### Met1 routing

(4 px per um)
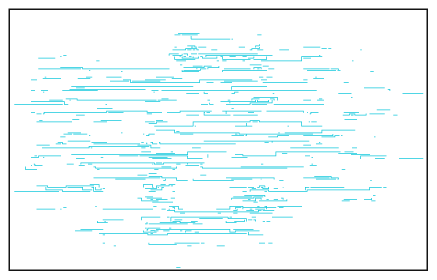
### Routing congestion map

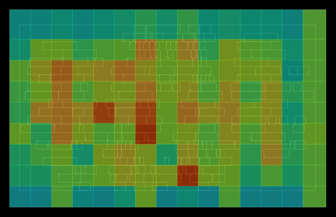
### Where the registers sit

(6 px per um) Other sequential cells in the stronger grey, the rest of the logic in the fainter grey.
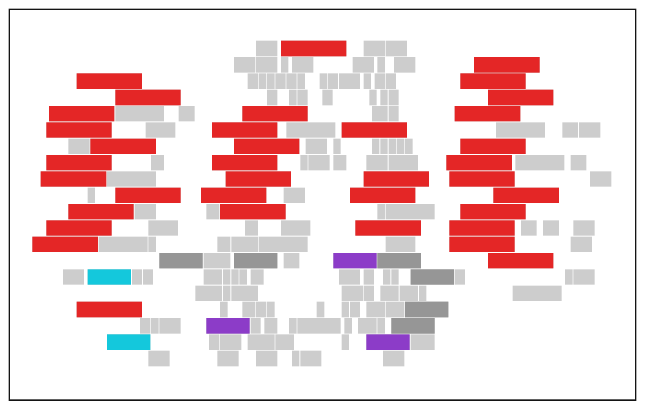
$ cat config.mk
export PLATFORM = sky130hd
export DESIGN_NAME = match_bind_stream
export DESIGN_NICKNAME = d
export VERILOG_FILES = /design/src/rtl/match_bind_pkg.sv /design/src/rtl/match_bind_stream_if.sv /design/src/rtl/match_bind_fifo.sv /design/src/rtl/match_bind_stream.sv
export SDC_FILE = /design/constraint.sdc
export NUM_CORES = 1
export LEC_CHECK = 0
export CAP_MARGIN = 20
export CORE_ASPECT_RATIO = 0.6
export CORE_MARGIN = 3
export CORE_UTILIZATION = 35
export DETAILED_ROUTE_END_ITERATION = 12
export GPL_TIMING_DRIVEN = 0
export PLACE_DENSITY = 0.6
export SYNTH_ARGS = -nofsm -noshare
export SYNTH_HDL_FRONTEND = slang
export SYNTH_SLANG_ARGS = --single-unit
export TNS_END_PERCENT = 10
$ cat constraint.sdc
create_clock -name clk -period 3.9 [get_ports clk]
set_input_delay 0.78 -clock clk [delete_from_list [all_inputs] [get_ports clk]]
set_output_delay 0.78 -clock clk [all_outputs]
set_load 0.1 [all_outputs]
$ cat src/rtl/match_bind_pkg.sv
// rtl/match_bind_pkg.sv - tag encodings and the push-side word transform
package match_bind_pkg;

   typedef enum logic [1:0] {
      TAG_HIT  = 2'h0,
      TAG_MISS = 2'h1,
      TAG_IDLE = 2'h2
   } tag_e;

   localparam int unsigned MAX_W = 64;

   // Works on a zero-extended word; callers truncate the result back to their width.
   function automatic logic [MAX_W-1:0] bind_transform(
      input logic [MAX_W-1:0] word,
      input logic             hit,
      input logic             mode,
      input int unsigned      width
   );
      logic [MAX_W-1:0] mask;
      mask = (width >= MAX_W) ? '1 : ((MAX_W'(1) << width) - MAX_W'(1));
      if (hit) begin
         return word & mask;
      end else if (!mode) begin
         return ~word & mask;
      end else begin
         return ((word << 1) | (word >> (width - 1))) & mask;
      end
   endfunction

endpackage

$ cat src/rtl/match_bind_stream_if.sv
// rtl/match_bind_stream_if.sv - valid/ready word stream bundle
interface match_bind_stream_if #(
   parameter int unsigned W = 8
);
   logic [W-1:0] tdata;
   logic         tvalid;
   logic         tready;

   modport master (output tdata, output tvalid, input tready);
   modport slave  (input tdata, input tvalid, output tready);
endinterface

$ cat src/rtl/match_bind_fifo.sv
// rtl/match_bind_fifo.sv - wrapping-pointer FIFO; head reads as zero when empty
module match_bind_fifo #(
   parameter int unsigned WIDTH = 9,
   parameter int unsigned DEPTH = 4
) (
   input  logic                       clk,
   input  logic                       rst,
   match_bind_stream_if.slave         wr,
   match_bind_stream_if.master        rd,
   output logic [$clog2(DEPTH):0]     count
);
   localparam int unsigned PW = $clog2(DEPTH);
   localparam int unsigned CW = PW + 1;

   logic [WIDTH-1:0] mem [DEPTH];
   logic [PW-1:0]    wr_ptr = '0;
   logic [PW-1:0]    rd_ptr = '0;
   logic [CW-1:0]    occ    = '0;
   logic             push;
   logic             pop;

   assign wr.tready = (occ < CW'(DEPTH));
   assign rd.tvalid = (occ != '0);
   // Storage is never cleared, so the head is masked to keep stale words hidden.
   assign rd.tdata  = rd.tvalid ? mem[rd_ptr] : '0;
   assign push      = wr.tvalid && wr.tready;
   assign pop       = rd.tvalid && rd.tready;
   assign count     = occ;

   always_ff @(posedge clk) begin
      if (!rst) begin
         wr_ptr <= '0;
         rd_ptr <= '0;
         occ    <= '0;
      end else begin
         if (push) begin
            mem[wr_ptr] <= wr.tdata;
            wr_ptr      <= wr_ptr + PW'(1);
         end
         if (pop) begin
            rd_ptr <= rd_ptr + PW'(1);
         end
         case ({push, pop})
            2'b10:   occ <= occ + CW'(1);
            2'b01:   occ <= occ - CW'(1);
            default: occ <= occ;
         endcase
      end
   end
endmodule

$ cat src/rtl/match_bind_stream.sv
// rtl/match_bind_stream.sv - bit-test transform in front of a FIFO, with last-pop tag
module match_bind_stream
   import match_bind_pkg::*;
#(
   parameter int unsigned WIDTH   = 8,
   parameter int unsigned DEPTH   = 4,
   parameter int unsigned SEL_BIT = 0
) (
   input  logic                    clk,
   input  logic                    rst,
   input  logic [WIDTH-1:0]        __in0,
   input  logic                    __in0_valid,
   output logic                    __in0_ready,
   input  logic                    __mode,
   output logic [WIDTH-1:0]        __out0,
   output logic                    __out0_valid,
   input  logic                    __out0_ready,
   output logic [1:0]              __tag,
   output logic [$clog2(DEPTH):0]  __count
);
   match_bind_stream_if #(.W(WIDTH + 1)) wr_s ();
   match_bind_stream_if #(.W(WIDTH + 1)) rd_s ();

   logic             hit;
   logic [WIDTH-1:0] stored_word;
   tag_e             tag_q = TAG_IDLE;

   assign hit         = ~__in0[SEL_BIT];
   assign stored_word = WIDTH'(bind_transform(MAX_W'(__in0), hit, __mode, WIDTH));

   // The hit bit rides in the top bit of each entry so the tag follows the popped word.
   assign wr_s.tdata  = {hit, stored_word};
   assign wr_s.tvalid = __in0_valid;
   assign __in0_ready = wr_s.tready;

   assign __out0       = rd_s.tdata[WIDTH-1:0];
   assign __out0_valid = rd_s.tvalid;
   assign rd_s.tready  = __out0_ready;

   match_bind_fifo #(
      .WIDTH (WIDTH + 1),
      .DEPTH (DEPTH)
   ) u_fifo (
      .clk   (clk),
      .rst   (rst),
      .wr    (wr_s),
      .rd    (rd_s),
      .count (__count)
   );

   always_ff @(posedge clk) begin
      if (!rst) begin
         tag_q <= TAG_IDLE;
      end else if (rd_s.tvalid && rd_s.tready) begin
         tag_q <= rd_s.tdata[WIDTH] ? TAG_HIT : TAG_MISS;
      end
   end

   assign __tag = tag_q;
endmodule

==> results.ini <==
[status]
outcome=finished, final reports clean

[drt]
vias=1164
drt-total-wl_um=3870

[place]
dpl_worst_slack_ps=501

[floorplanning]
num_io_pins=28
die_w_um=104
rows=20

[cells_and_area]
fin_area_um2=2470
fillers=493

[global_route]
grt_use_total_pct=12.0
grt_pass1_wl_um=6060
antenna_found_initial=0
grt-ovfl-total=0

[critical_path]
worstRegToRegCells=7
r2r_setup_slack_ps=1790
critical_path_class=reg -> out
arrival_ps=2710
cpMaxStageDelayCell=clkdlybuf4s50_1

[synth]
synth_top_cell_by_count=edfxtp_1
top_cells_by_area=edfxtp_1 (53%), dfxtp_1 (11%), mux4_2 (10%)
ys_top_cells_by_count=edfxtp_1 (36), nor2_1 (21), a21oi_1 (13), inv_1 (12), dfxtp_1 (11)
adder_share_pct=4.08
synthAoiAreaFrac_pct=4.82
async_reset_ff_share_pct=0
ys.flops=47
ys_area_um2=2020
top_logic_kind=multiplexers

[clock_network]
cts.clk_slew.worst_paths_ps=80
ctsResizeCount=0
cts-root-buf=clkbuf_8
htree_levels=2
cts_buffers=5

[final_timing]
setup_viol=0
fin_skew_ps=8.94

[worst_hold_path]
min-delay-start=__tag[1]
hold_end=__tag[1]
holdPathStages=2

## Picture notes: 'Met1 routing'
181 nets have wire on it. The layer holds 49% of the routed length.

## Picture notes: 'Routing congestion map'
M1 GR Usage: 16.3%
met3 Use GR: 3.78%
Routed wire per std cell: 15.1 um
met2 usage: 19.0%

## Picture notes: 'Where the registers sit'
Red stands for u_fifo.mem, flops 36. Purple stands for u_fifo.count, flops 3. Cyan stands for __tag, flops 2.

## metal layers
layer	up-vias	share of wire, %	GRT usage [%]
li1	588	-	-
met1	559	49	16.3
met2	15	47	19.0
met3	2	3.8	3.78
met4	0	0.26	2.99
met5	-	0	0
## state kept, by name (all words and copies together), names as in the netlist, named ones only
name           flops
u_fifo.rd_ptr      2
u_fifo.mem        36
u_fifo.wr_ptr      2
u_fifo.count       3
__tag              2
## per-stage QoR
| stage | hold WS (ps) |
|---|---|
| floorplan | 485 |
| global placement | 459 |
| detailed placement | 469 |
| CTS | 484 |
| global route | 503 |
| finish | 480 |
## logic make-up after synthesis
logic type      after synthesis
simple gates                 38
flops                        47
buf+inv                      17
mux                          12
xor+xnor                      5
compound gates               18
fa+ha+maj                     6
## cell type report
type / count / area, um2 / share of cell area, %
Timing Repair Buffer: 28 / 275 / 11.1
Sequential cell: 47 / 1300 / 52.6
Inverter: 12 / 45.0 / 1.82
Multi-Input combinational cell: 79 / 647 / 26.1
Clock buffer: 6 / 72.6 / 2.93
Buffer: 5 / 30.0 / 1.21
Tap cell: 77 / 96.3 / 3.89
Clock inverter: 2 / 7.51 / 0.303
## tightest hold or removal path, stage by stage, from the launching register on
cell	delay, ps
dfxtp_1	320
inv_1	40
o21ai_0	70
